**src/rtl/conv2d_sched_if.sv**
```systemverilog
// Weight-fetch and source-pixel handshake bundle for conv2d_sched.
// master = weight/pixel provider, slave = scheduler.
interface conv2d_sched_if #(
   parameter int KS = 3
);
   logic                  wt_req;
   logic                  wt_valid;
   logic [KS*KS*32-1:0]   wt_data;
   logic                  src_valid;
   logic                  src_ready;
   logic [31:0]           src_data;

   modport master (
      input  wt_req, src_ready,
      output wt_valid, wt_data, src_valid, src_data
   );

   modport slave (
      output wt_req, src_ready,
      input  wt_valid, wt_data, src_valid, src_data
   );
endinterface

```
**src/rtl/conv2d_sched.sv**
```systemverilog
// Per-channel LOAD/GAP/STREAM/DRAIN sequencer feeding a KSxKS convolution core.
// Define CONV2D_SCHED_STAT_EN to add the stat_cycles / stat_stall counters.
module conv2d_sched #(
   parameter int C_WIDTH = 9,
   parameter int C_CHAN  = 8,
   parameter int KS      = 3
) (
   input  logic                  clk,
   input  logic                  rst,
   conv2d_sched_if.slave         bus,
   input  logic                  cmd_start,
   input  logic [C_WIDTH-1:0]    cfg_width,
   input  logic [C_WIDTH-1:0]    cfg_height,
   input  logic [C_CHAN-1:0]     cfg_chan,
   output logic                  param_ena,
   output logic [KS*KS*32-1:0]   param_weight,
   output logic [C_WIDTH-1:0]    param_width_in,
   output logic                  pxl_ena_x,
   output logic [31:0]           pxl_x,
   input  logic                  pxl_ena_y,
   output logic [31:0]           pxl_y,
   input  logic                  pxl_ena_z,
   input  logic [31:0]           pxl_z,
   output logic                  psum_rd,
   input  logic [31:0]           psum_rdata,
   output logic                  psum_wr,
   output logic [31:0]           psum_wdata,
   output logic                  out_valid,
   output logic [31:0]           out_data,
   output logic                  busy,
   output logic                  done,
   output logic                  err_underrun
`ifdef CONV2D_SCHED_STAT_EN
   ,
   output logic [31:0]           stat_cycles,
   output logic [31:0]           stat_stall
`endif
);
   localparam int PW = 2*C_WIDTH;

   typedef enum logic [2:0] {S_IDLE, S_LOAD, S_GAP, S_STREAM, S_DRAIN, S_DONE} state_t;
   state_t state, state_nx;

   logic [C_WIDTH-1:0]  w_q, h_q;
   logic [C_CHAN-1:0]   chan_q, ch;
   logic [KS*KS*32-1:0] wt_q;
   logic [PW-1:0]       pix_cnt, z_cnt, pix_total, z_total;
   logic                err_q;
   logic                start_ok, load_ok, skip, last_ch, stream_end, drain_end, ch_adv, underrun;

   assign start_ok   = (state == S_IDLE) && cmd_start;
   assign load_ok    = (state == S_LOAD) && bus.wt_valid;
   assign skip       = (w_q < C_WIDTH'(3)) || (h_q < C_WIDTH'(3));
   assign last_ch    = (ch == chan_q - C_CHAN'(1));
   assign pix_total  = PW'(w_q) * PW'(h_q);
   // The core emits one z per pixel of every row from the third onward.
   assign z_total    = PW'(h_q - C_WIDTH'(2)) * PW'(w_q);
   assign stream_end = (state == S_STREAM) && (pix_cnt == pix_total - PW'(1));
   assign drain_end  = (state == S_DRAIN) && (z_cnt >= z_total);
   assign ch_adv     = ((load_ok && skip) || drain_end) && !last_ch;
   assign underrun   = pxl_ena_x && !bus.src_valid;

   always_ff @(posedge clk or negedge rst) begin
      if (!rst) state <= S_IDLE;
      else      state <= state_nx;
   end

   always_comb begin
      state_nx = state;
      case (state)
         S_IDLE:   if (cmd_start) state_nx = S_LOAD;
         S_LOAD:   if (bus.wt_valid) state_nx = skip ? (last_ch ? S_DONE : S_LOAD) : S_GAP;
         S_GAP:    state_nx = S_STREAM;
         S_STREAM: if (stream_end) state_nx = S_DRAIN;
         S_DRAIN:  if (drain_end) state_nx = last_ch ? S_DONE : S_LOAD;
         S_DONE:   state_nx = S_IDLE;
         default:  state_nx = S_IDLE;
      endcase
   end

   always_comb begin
      bus.wt_req    = 1'b0;
      bus.src_ready = 1'b0;
      param_ena     = 1'b0;
      pxl_ena_x     = 1'b0;
      busy          = 1'b1;
      done          = 1'b0;
      case (state)
         S_IDLE:   busy = 1'b0;
         S_LOAD:   begin bus.wt_req = 1'b1; param_ena = bus.wt_valid; end
         S_STREAM: begin pxl_ena_x = 1'b1; bus.src_ready = 1'b1; end
         S_DONE:   done = 1'b1;
         default:  ;
      endcase
   end

   assign param_weight   = param_ena ? bus.wt_data : wt_q;
   assign param_width_in = w_q;
   assign pxl_x          = (pxl_ena_x && bus.src_valid) ? bus.src_data : 32'd0;
   assign pxl_y          = (ch != '0) ? psum_rdata : 32'd0;
   assign psum_rd        = pxl_ena_y && (ch != '0);
   // Gating with busy keeps these quiet in IDLE and while reset is held.
   assign out_valid      = pxl_ena_z && busy && last_ch;
   assign psum_wr        = pxl_ena_z && busy && !last_ch;
   assign out_data       = out_valid ? pxl_z : 32'd0;
   assign psum_wdata     = psum_wr ? pxl_z : 32'd0;
   assign err_underrun   = err_q;

   always_ff @(posedge clk or negedge rst) begin
      if (!rst) begin
         w_q     <= '0;
         h_q     <= '0;
         chan_q  <= '0;
         ch      <= '0;
         wt_q    <= '0;
         pix_cnt <= '0;
         z_cnt   <= '0;
         err_q   <= 1'b0;
      end else begin
         if (start_ok) begin
            w_q    <= cfg_width;
            h_q    <= cfg_height;
            chan_q <= (cfg_chan == '0) ? C_CHAN'(1) : cfg_chan;
            ch     <= '0;
            err_q  <= 1'b0;
         end else if (ch_adv) begin
            ch <= ch + C_CHAN'(1);
         end
         if (load_ok) wt_q <= bus.wt_data;
         if (state == S_GAP)         pix_cnt <= '0;
         else if (state == S_STREAM) pix_cnt <= pix_cnt + PW'(1);
         if (state == S_LOAD)        z_cnt <= '0;
         else if (pxl_ena_z)         z_cnt <= z_cnt + PW'(1);
         if (underrun) err_q <= 1'b1;
      end
   end

`ifdef CONV2D_SCHED_STAT_EN
   always_ff @(posedge clk or negedge rst) begin
      if (!rst) begin
         stat_cycles <= '0;
         stat_stall  <= '0;
      end else if (start_ok) begin
         stat_cycles <= '0;
         stat_stall  <= '0;
      end else begin
         if (busy)     stat_cycles <= stat_cycles + 32'd1;
         if (underrun) stat_stall  <= stat_stall + 32'd1;
      end
   end
`endif
endmodule

```
**src/flat_wrapper.sv**
```systemverilog
// flat-port wrapper written by rule: the top's interface ports become plain ports
module conv2d_sched_flat 
#(
   parameter int C_WIDTH = 9,
   parameter int C_CHAN  = 8,
   parameter int KS      = 3
)
  (clk, rst, cmd_start, cfg_width, cfg_height, cfg_chan, param_ena, param_weight, param_width_in, pxl_ena_x, pxl_x, pxl_ena_y, pxl_y, pxl_ena_z, pxl_z, psum_rd, psum_rdata, psum_wr, psum_wdata, out_valid, out_data, busy, done, err_underrun, bus_wt_req, bus_src_ready, bus_wt_valid, bus_wt_data, bus_src_valid, bus_src_data);
  conv2d_sched_if #(.KS(KS)) bus_i ();
  input  logic clk;
  input  logic rst;
  input  logic cmd_start;
  input  logic [C_WIDTH-1:0] cfg_width;
  input  logic [C_WIDTH-1:0] cfg_height;
  input  logic [C_CHAN-1:0] cfg_chan;
  output logic param_ena;
  output logic [KS*KS*32-1:0] param_weight;
  output logic [C_WIDTH-1:0] param_width_in;
  output logic pxl_ena_x;
  output logic [31:0] pxl_x;
  input  logic pxl_ena_y;
  output logic [31:0] pxl_y;
  input  logic pxl_ena_z;
  input  logic [31:0] pxl_z;
  output logic psum_rd;
  input  logic [31:0] psum_rdata;
  output logic psum_wr;
  output logic [31:0] psum_wdata;
  output logic out_valid;
  output logic [31:0] out_data;
  output logic busy;
  output logic done;
  output logic err_underrun;
  output wire logic [$bits(bus_i.wt_req)-1:0] bus_wt_req;
  output wire logic [$bits(bus_i.src_ready)-1:0] bus_src_ready;
  input wire logic [$bits(bus_i.wt_valid)-1:0] bus_wt_valid;
  input wire logic [$bits(bus_i.wt_data)-1:0] bus_wt_data;
  input wire logic [$bits(bus_i.src_valid)-1:0] bus_src_valid;
  input wire logic [$bits(bus_i.src_data)-1:0] bus_src_data;
  assign bus_wt_req = bus_i.wt_req;
  assign bus_src_ready = bus_i.src_ready;
  assign bus_i.wt_valid = bus_wt_valid;
  assign bus_i.wt_data = bus_wt_data;
  assign bus_i.src_valid = bus_src_valid;
  assign bus_i.src_data = bus_src_data;
  conv2d_sched #(.C_WIDTH(C_WIDTH), .C_CHAN(C_CHAN), .KS(KS)) u_core (.clk(clk), .rst(rst), .bus(bus_i), .cmd_start(cmd_start), .cfg_width(cfg_width), .cfg_height(cfg_height), .cfg_chan(cfg_chan), .param_ena(param_ena), .param_weight(param_weight), .param_width_in(param_width_in), .pxl_ena_x(pxl_ena_x), .pxl_x(pxl_x), .pxl_ena_y(pxl_ena_y), .pxl_y(pxl_y), .pxl_ena_z(pxl_ena_z), .pxl_z(pxl_z), .psum_rd(psum_rd), .psum_rdata(psum_rdata), .psum_wr(psum_wr), .psum_wdata(psum_wdata), .out_valid(out_valid), .out_data(out_data), .busy(busy), .done(done), .err_underrun(err_underrun));
endmodule
```
**config.mk**
```make
export PLATFORM = sky130hd
export DESIGN_NAME = conv2d_sched_flat
export DESIGN_NICKNAME = d
export VERILOG_FILES = /design/src/rtl/conv2d_sched_if.sv /design/src/rtl/conv2d_sched.sv /design/src/flat_wrapper.sv
export SDC_FILE = /design/constraint.sdc
export NUM_CORES = 1
export LEC_CHECK = 0
export ABC_CLOCK_PERIOD_IN_PS = 13700
export CAP_MARGIN = 5
export CORE_AREA = 10 10 325 327
export CTS_CLUSTER_SIZE = 10
export DETAILED_ROUTE_END_ITERATION = 8
export DIE_AREA = 0 0 335 337
export PLACE_DENSITY = 0.54
export SYNTH_ARGS = -nofsm -noshare
export SYNTH_HDL_FRONTEND = slang
export SYNTH_SLANG_ARGS = --single-unit
```
**constraint.sdc**
```tcl
create_clock -name clk -period 13.7 [get_ports clk]
set_clock_uncertainty 0.1 [all_clocks]
set_input_delay 2.74 -clock clk [delete_from_list [all_inputs] [get_ports clk]]
set_output_delay 2.74 -clock clk [all_outputs]
set_load 0.05 [all_outputs]
```
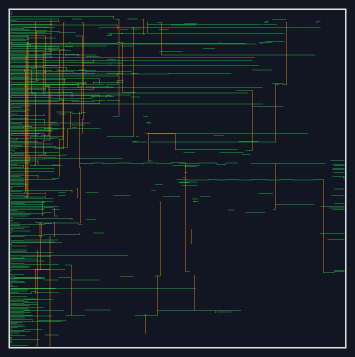
**Above:** run 1 (routed metal, one color a layer).
Drawn at 1 px/um. Two of the layers only.
[green] metal 3 | wire length: 12,700 um
[orange] metal 4 | wire length: 3,070 um
routed vias: 18,000
Total Wirelength: 119,000 um
wire per inst: 28.4 um
GRT Util Overall: 0.202

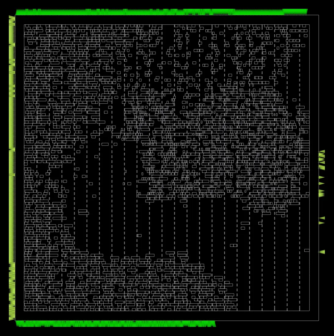
**Above:** run 1 (placement view).
# rows: 116
number of sequential cells: 362
Core Box Area: 99,300 um2
sequential cell area share: 0.269

==> Changelog: implementation, run 1 <==
## Implementation

* Status: complete, no violations
* Worst Setup End Kind: output port
* CTS tree: done
* Hold Path Sink: u_core.wt_q[284]
* Post-layout period usage at 0.670
* CP Capture Point: param_weight[60]
* Vias in the first global route at 18,700
* Crit path arrival time at 6.34 ns
* Cells in synth_stat.txt at 2,026
* Synthesis Warnings at 0
* Pins over their slew limit at 0
* Final Hold Viols at 0
* Congestion Overflow GR at 0
* Global-route wire length before repair at 158,000 um
* HP Start: u_core.wt_q[284]
* Hold_buf cts at 0
* Layout cell share with drive strength beyond 1 at 0.131
* Number of post-CTS setup repair buffers at 0
* Top cells excl fill/tap: clkdlybuf4s50_1, dfrtp_1, mux2_2
* Worst slew pin tran at 1.40 ns
* Largest net degree at the start of global routing at 173
* Setup TNS at 0 ns
* Worst Hold Path Cells at 1
* Cts repair resizes at 0
* Clk_lat worst skew at 0.65 ns
* Initial Util at 0.224
* Post-Syn Area at 22,200 um2
* Post-synth EDFFs at 0
* Worst r2r path cells at 30
* Asr flop ratio synth at 1.00
* Hold Path Class: reg -> reg
* Worst R2R End: u_core.ch[7]
* Chip area at 113,000 um2
* Tmin final at 9.18 ns
* Final #Nets at 3,488
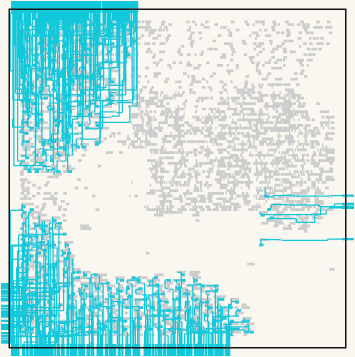
**Above:** run 1 (I/O nets highlighted).
Drawn at 1 px/um.
[cyan] `param_weight` | direction: output | edge: 130 bottom, 126 top, 27 left, 5 right | end cells: 288 | buffers: 288 | wire: 22.7 mm
IO Port Bufs: 851
io pins: 852

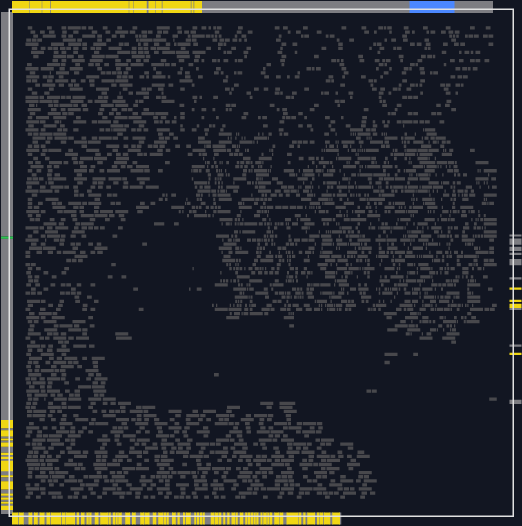
**Above:** run 1 (ports around the boundary).
Drawn at 1.5 px/um. Pins as bars across the die edge, other pins in gray.
[blue] `pxl_x` | pins: 32 | direction: output | edge: top
[green] `bus_src_valid` | pins: 1 | direction: input | edge: left
[yellow] `param_weight` | pins: 288 | direction: output | edge: 130 bottom, 126 top, 27 left, 5 right
DIE HEIGHT: 337 um
overall die width: 335 um

## run 1: critical path, stage by stage
cell,delay (ns)
clkdlybuf4s50_1,0.55
and2_4,0.71
buf_12,0.53
mux2_2,0.40
clkdlybuf4s50_1,0.83
## run 1: logic make-up after synthesis
logic type / Yosys count / synth area share
mux: 299 / 0.151
fa+ha+maj: 230 / 0.172
xor+xnor: 87 / 0.0346
simple gates: 606 / 0.144
buf+inv: 304 / 0.0517
flops: 362 / 0.407
compound gates: 138 / 0.0403
## run 1: final cells by class
type	instances	share of cell area
Clock buffer	69	0.0397
Timing Repair Buffer	863	0.256
Clock inverter	8	0.00498
Sequential cell	362	0.269
Tap cell	1298	0.0482
Multi-Input combinational cell	1360	0.357
Inverter	207	0.0231
Antenna cell	18	0.00134
## run 1: registers in the layout, indices dropped and copies added, names as in the netlist
register               cells
u_core.ch                  8
u_core.h_q                 9
u_core.err_underrun        1
u_core.state               3
u_core.param_width_in      9
u_core.chan_q              8
u_core.pix_cnt            18
u_core.z_cnt              18
u_core.wt_q              288
## run 1: stage by stage
stage	utilization	setup slack (ns)
CTS	0.339	4.64
global route	0.339	4.49
global placement	0.324	4.60
detailed placement	0.324	4.62
finish	0.339	4.52
floorplan	-	6.23
## run 1: synthesized netlist by cell type, types with 29 or more instances
cell,count,share of area
a21oi_1,41,0.0092
and2_1,222,0.062
clkbuf_1,85,0.014
dfrtp_1,362,0.41
fa_1,126,0.11
ha_1,104,0.058
inv_1,205,0.035
mux2_2,288,0.15
nand2_1,178,0.030
nand3_1,29,0.0065
nor2_1,59,0.010
o21ai_0,30,0.0067
xnor2_1,49,0.019
xor2_1,37,0.015
## run 1: metal layers
layer  share of wire  global-route usage
met5          0.0048                   0
met4           0.026              0.0630
met3            0.11               0.106
met2            0.49               0.340
met1            0.37               0.219
==> run 2: changes to the inputs <==
--- a/config.mk
+++ b/config.mk
@@ -5,7 +5,7 @@
 export SDC_FILE = /design/constraint.sdc
 export NUM_CORES = 1
 export LEC_CHECK = 0
-export ABC_CLOCK_PERIOD_IN_PS = 13700
+export ABC_CLOCK_PERIOD_IN_PS = 9500
 export CAP_MARGIN = 5
 export CORE_AREA = 10 10 325 327
 export CTS_CLUSTER_SIZE = 10
==> constraint.sdc (replaced) <==
create_clock -name clk -period 9.5 [get_ports clk]
set_clock_uncertainty 0.1 [all_clocks]
set_input_delay 1.9 -clock clk [delete_from_list [all_inputs] [get_ports clk]]
set_output_delay 1.9 -clock clk [all_outputs]
set_load 0.05 [all_outputs]
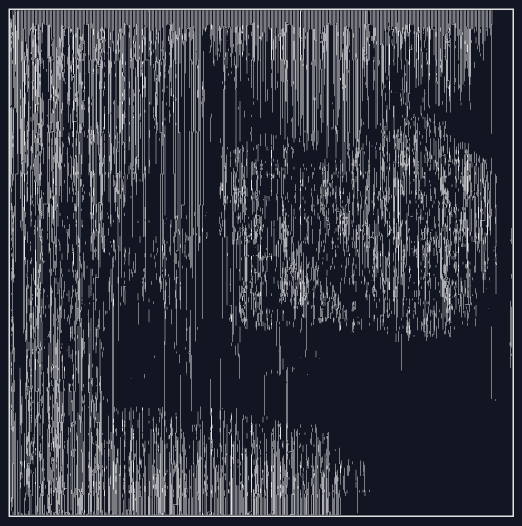
**Above:** run 2 (signal wires on met2).
Drawn at 1.5 px/um.
nets with wire on the layer: 3,041
share of all routed wire: 49%
routed vias: 18,100
routing usage on met2: 0.342
Total Wirelength: 120,000 um

==> run 2 against run 1 <==
  * Critical path depth is 22 higher
  * Setup slack worse by 3.1 ns
  * Core utilization up 0.19 points
  * Largest cell class unchanged
==> Changelog: implementation, run 2 <==
## Implementation

* CTS tree: done
* Top cells by area: dfrtp_1, mux2_2, fa_1, and2_1, ha_1
* Worst slew pin tran at 1.12 ns (-0.279 ns)
* Clk_lat worst skew at 0.63 ns (-0.02 ns)
* FF+latch count, synth at 362
* Largest net degree at the start of global routing at 127 (-27%)
* CTS H-tree depth at 2
* Top reg by flops: u_core.wt_q
* Synthesized area per cell at 11.0 um2
* Crit path arrival time at 8.48 ns (+2.14 ns)
* Cell Type Count at 68
* Worst R2R End: u_core.ch[7]
* Worst path bufs/invs at 3 (unchanged)
* Post-Syn Area at 22,200 um2 (unchanged)
* Final Hold Viols at 0 (unchanged)
* CP Capture Point: u_core.ch[7]
* Synth top area share at 0.407 (unchanged)
* Crit path max-delay family: adder cells
* Setup TNS at 0 ns (unchanged)
* Most used cell, CP: fa_1
* Final #Nets at 3,498 (+0.29%)
* Top Registers: u_core.wt_q x288, u_core.pix_cnt x18, u_core.z_cnt x18
* Placer Congestion at 0.955
* CP max stage delay at 0.67 ns (-0.16 ns)
* Worst Setup End Kind: flop
* # rows at 116 (unchanged)
* Wire per inst at 28.6 um (+0.62%)
* Hold_buf cts at 0 (unchanged)
* Cts bufs inserted at 50
* Pins over their slew limit at 0 (unchanged)
* Max reg flops at 288 (unchanged)
* Cell type with the largest total area: dfrtp_1
* DIE HEIGHT at 337 um (unchanged)
* GRT Util Overall at 0.205 (+0.00240)
* HP Start: u_core.wt_q[254]
* Worst R2R Setup Slack at 1.42 ns
* Worst setup margin at 1.42 ns (-3.10 ns)
* Initial Util at 0.224 (unchanged)
* Critical Path Stages at 27 (+22)
* Tmin final at 8.08 ns
* Hold Path Sink: u_core.wt_q[254]
* Top post-synthesis cells by count: dfrtp_1, mux2_2, and2_1
* Hold Path Class: reg -> reg
* Congestion Overflow GR at 0 (unchanged)
* Number of post-CTS setup repair buffers at 0 (unchanged)
* Most frequent cell after synthesis: dfrtp_1
* Status: complete, no violations
* Top cells excl fill/tap: clkdlybuf4s50_1, dfrtp_1, mux2_2
* RSZ-0062 raised after global routing: no
* Pre-CTS setup slack at 1.41 ns (-3.21 ns)
* Vias in the first global route at 18,800 (+0.12%)
* Asr flop ratio synth at 1.00 (unchanged)
* Rel. slew slack at 0.251
* CTS max path bufs at 3
* Io pins at 852 (unchanged)
* Layout cell share with drive strength beyond 1 at 0.137 (+0.00586)
* Crit. Startpoint: u_core.h_q[4]
* IO Port Bufs at 851 (unchanged)
* Post-synth EDFFs at 0 (unchanged)
* Worst r2r path cells at 27 (-10%)
* Final Util at 0.341 (+0.00192)
* Post-layout period usage at 0.850
* Worst Hold Path Cells at 1 (unchanged)
* Cts repair resizes at 0 (unchanged)
* Chip area at 113,000 um2 (unchanged)
* Critical path startpoint category: flop
* Overall die width at 335 um (unchanged)
* Max_cap viols at 0
* Core Box Area at 99,300 um2 (unchanged)
* Cells in synth_stat.txt at 2,026 (unchanged)
* CP max stage cell: xor2_1
* Global-route wire length before repair at 160,000 um (+1.3%)
* Synthesis Warnings at 0 (unchanged)
==> run 2: cells by family (layout without fill, tap and decap cells) <==
kind of cell / after synthesis / count (layout) / share of synthesized area
simple gates: 606 / 606 / 0.144
xor+xnor: 87 / 87 / 0.0346
buf+inv: 304 / 1163 / 0.0517
fa+ha+maj: 230 / 230 / 0.172
compound gates: 138 / 138 / 0.0403
flops: 362 / 362 / 0.407
other cells: 0 / 9 / 0
mux: 299 / 299 / 0.151
==> run 2: per-stage QoR <==
stage / cells / area, um2
after floorplan: 2026 / 22200
after global placement: 4097 / 32200
after detailed placement: 4097 / 32200
after CTS: 4183 / 33900
after global routing: 4186 / 33900
final: 4192 / 33900
==> run 2: layer usage <==
metal  track usage  part of all wire  vias to the layer above
met5             0            0.0046                        -
met4        0.0552             0.028                       88
met3         0.115              0.11                      211
met2         0.342              0.49                      573
met1         0.221              0.36                     8920
li1              -                 -                     8297
==> run 2: cell type report <==
type,count,area [um2]
Fill cell,10200,65400
Multi-Input combinational cell,1360,12100
Sequential cell,362,9060
Timing Repair Buffer,870,8720
Tap cell,1298,1620
Clock buffer,71,1420
Inverter,207,777
Clock inverter,15,216
Antenna cell,9,22.5
==> run 3: changes to the inputs <==
--- a/config.mk
+++ b/config.mk
@@ -12,6 +12,7 @@
 export DETAILED_ROUTE_END_ITERATION = 8
 export DIE_AREA = 0 0 335 337
 export PLACE_DENSITY = 0.54
+export REMOVE_ABC_BUFFERS = 1
 export SYNTH_ARGS = -nofsm -noshare
 export SYNTH_HDL_FRONTEND = slang
 export SYNTH_SLANG_ARGS = --single-unit
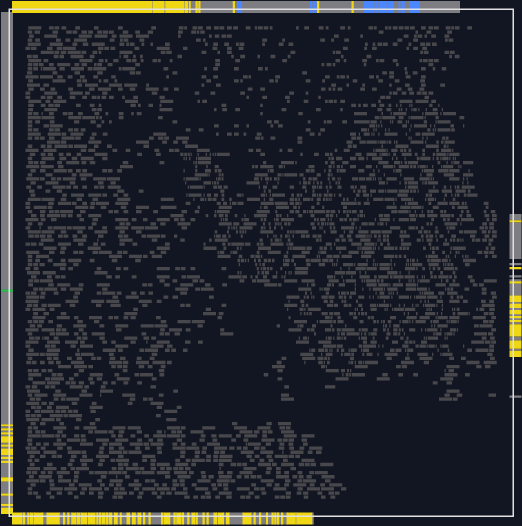
**Above:** run 3 (ports around the boundary).
Drawn at 1.5 px/um. Pins as bars across the die edge, other pins in gray.

==> run 3 against run 2 <==
  * Core utilization barely moved
  * Fmax fell by 2.8%
  * Global-route usage grew 0.72 points
  * First-iteration DRC count is 0.63% higher
  * Cell count rose by 0.52%
  * Worst hold slack hardly changed
  * Cell area barely moved
  * Synthesized cell count did not move
  * Largest cell class unchanged
  * Highest routed layer unchanged
==> Changelog: implementation, run 3 <==
## Implementation

* Synthesized area per cell at 11.0 um2 (unchanged)
* Final Hold Viols at 0 (unchanged)
* Cells in synth_stat.txt at 2,026 (unchanged)
* MI comb area at 12,100 um2 (about the same)
* Number of fill cells in the layout at 10,200 (+0.32%)
* Post-layout period usage at 0.874 (+0.0244)
* Post-synth EDFFs at 0 (unchanged)
* Top post-synthesis cells by count: dfrtp_1, mux2_2, and2_1
* Pre-CTS setup slack at 1.22 ns (-0.185 ns)
* CP max stage cell: xnor2_1
* Cell Type Count at 68 (unchanged)
* Top cells by area: dfrtp_1, mux2_2, fa_1, and2_1, ha_1
* Worst setup margin at 1.19 ns (-0.232 ns)
* Tmin final at 8.31 ns (+0.232 ns)
* Number of post-CTS setup repair buffers at 0 (unchanged)
* CTS max path bufs at 3 (unchanged)
* Top Registers: u_core.wt_q x288, u_core.pix_cnt x18, u_core.z_cnt x18
* RSZ-0062 raised after global routing: no
* CTS H-tree depth at 2 (unchanged)
* Most used cell, CP: inv_1
* CP max stage delay at 0.71 ns (+0.04 ns)
* IO Port Bufs at 851 (unchanged)
* Status: complete, no violations
* Max_cap viols at 0 (unchanged)
* Max reg flops at 288 (unchanged)
* Worst slew pin tran at 0.940 ns (-0.180 ns)
* Post-Syn Area at 22,200 um2 (unchanged)
* Worst path bufs/invs at 5 (+2)
* Largest net degree at the start of global routing at 139 (+9.4%)
* Io pins at 852 (unchanged)
* Synth top area share at 0.407 (unchanged)
* Fin area at 33,900 um2 (about the same)
* Placed cell count at 4,099 (+0.049%)
[run 3: cell count changes in the layout (fill, tap and decap cells not counted), sizes merged]
cell	previous run	this run
buf	20	22
bufinv	3	2
clkbuf	71	70
clkinv	12	14
diode	9	30
inv	207	206
[run 3: cell type report]
type / instances / area share
antenna: 30 / 0.00222
timing repair buffer: 872 / 0.258
multi-input combinational: 1360 / 0.356
tap: 1298 / 0.0479
clock inverter: 15 / 0.00510
clock buffer: 70 / 0.0406
inverter: 207 / 0.0229
sequential: 362 / 0.267
[run 3: cell families (layout without fill, tap and decap cells)]
group                      count (synthesis)  after routing  synth area share
adders and majority gates                230            230             0.172
xor gates and xnor gates                  87             87            0.0346
muxes                                    299            299             0.151
buffers and inverters                    304           1164            0.0517
other                                      0             30                 0
DFF                                      362            362             0.407
and+or+nand+nor                          606            606             0.144
AOI/OAI and AO/OA                        138            138            0.0403
[run 3: final timing paths]
kind                             startpoint                to  slack (ns)  depth (start not counted)
setup reg to reg              u_core.h_q[1]      u_core.ch[7]        1.19                         30
setup / recovery              u_core.h_q[1]      u_core.ch[7]        1.19                         30
min in group asynchronous               rst  u_core.wt_q[282]        1.13                          1
max in group asynchronous               rst  u_core.wt_q[215]        6.84                          2
hold reg to reg            u_core.wt_q[135]  u_core.wt_q[135]        0.39                          1
hold / removal             u_core.wt_q[135]  u_core.wt_q[135]        0.39                          1
[run 3: layer usage]
metal | up-vias | wire [um] | track usage
met1 | 8996 | 45900 | 0.233
met4 | 90 | 3400 | 0.0647
met3 | 201 | 14100 | 0.110
met2 | 615 | 60400 | 0.352
met5 | - | 562 | 0
li1 | 8324 | - | -
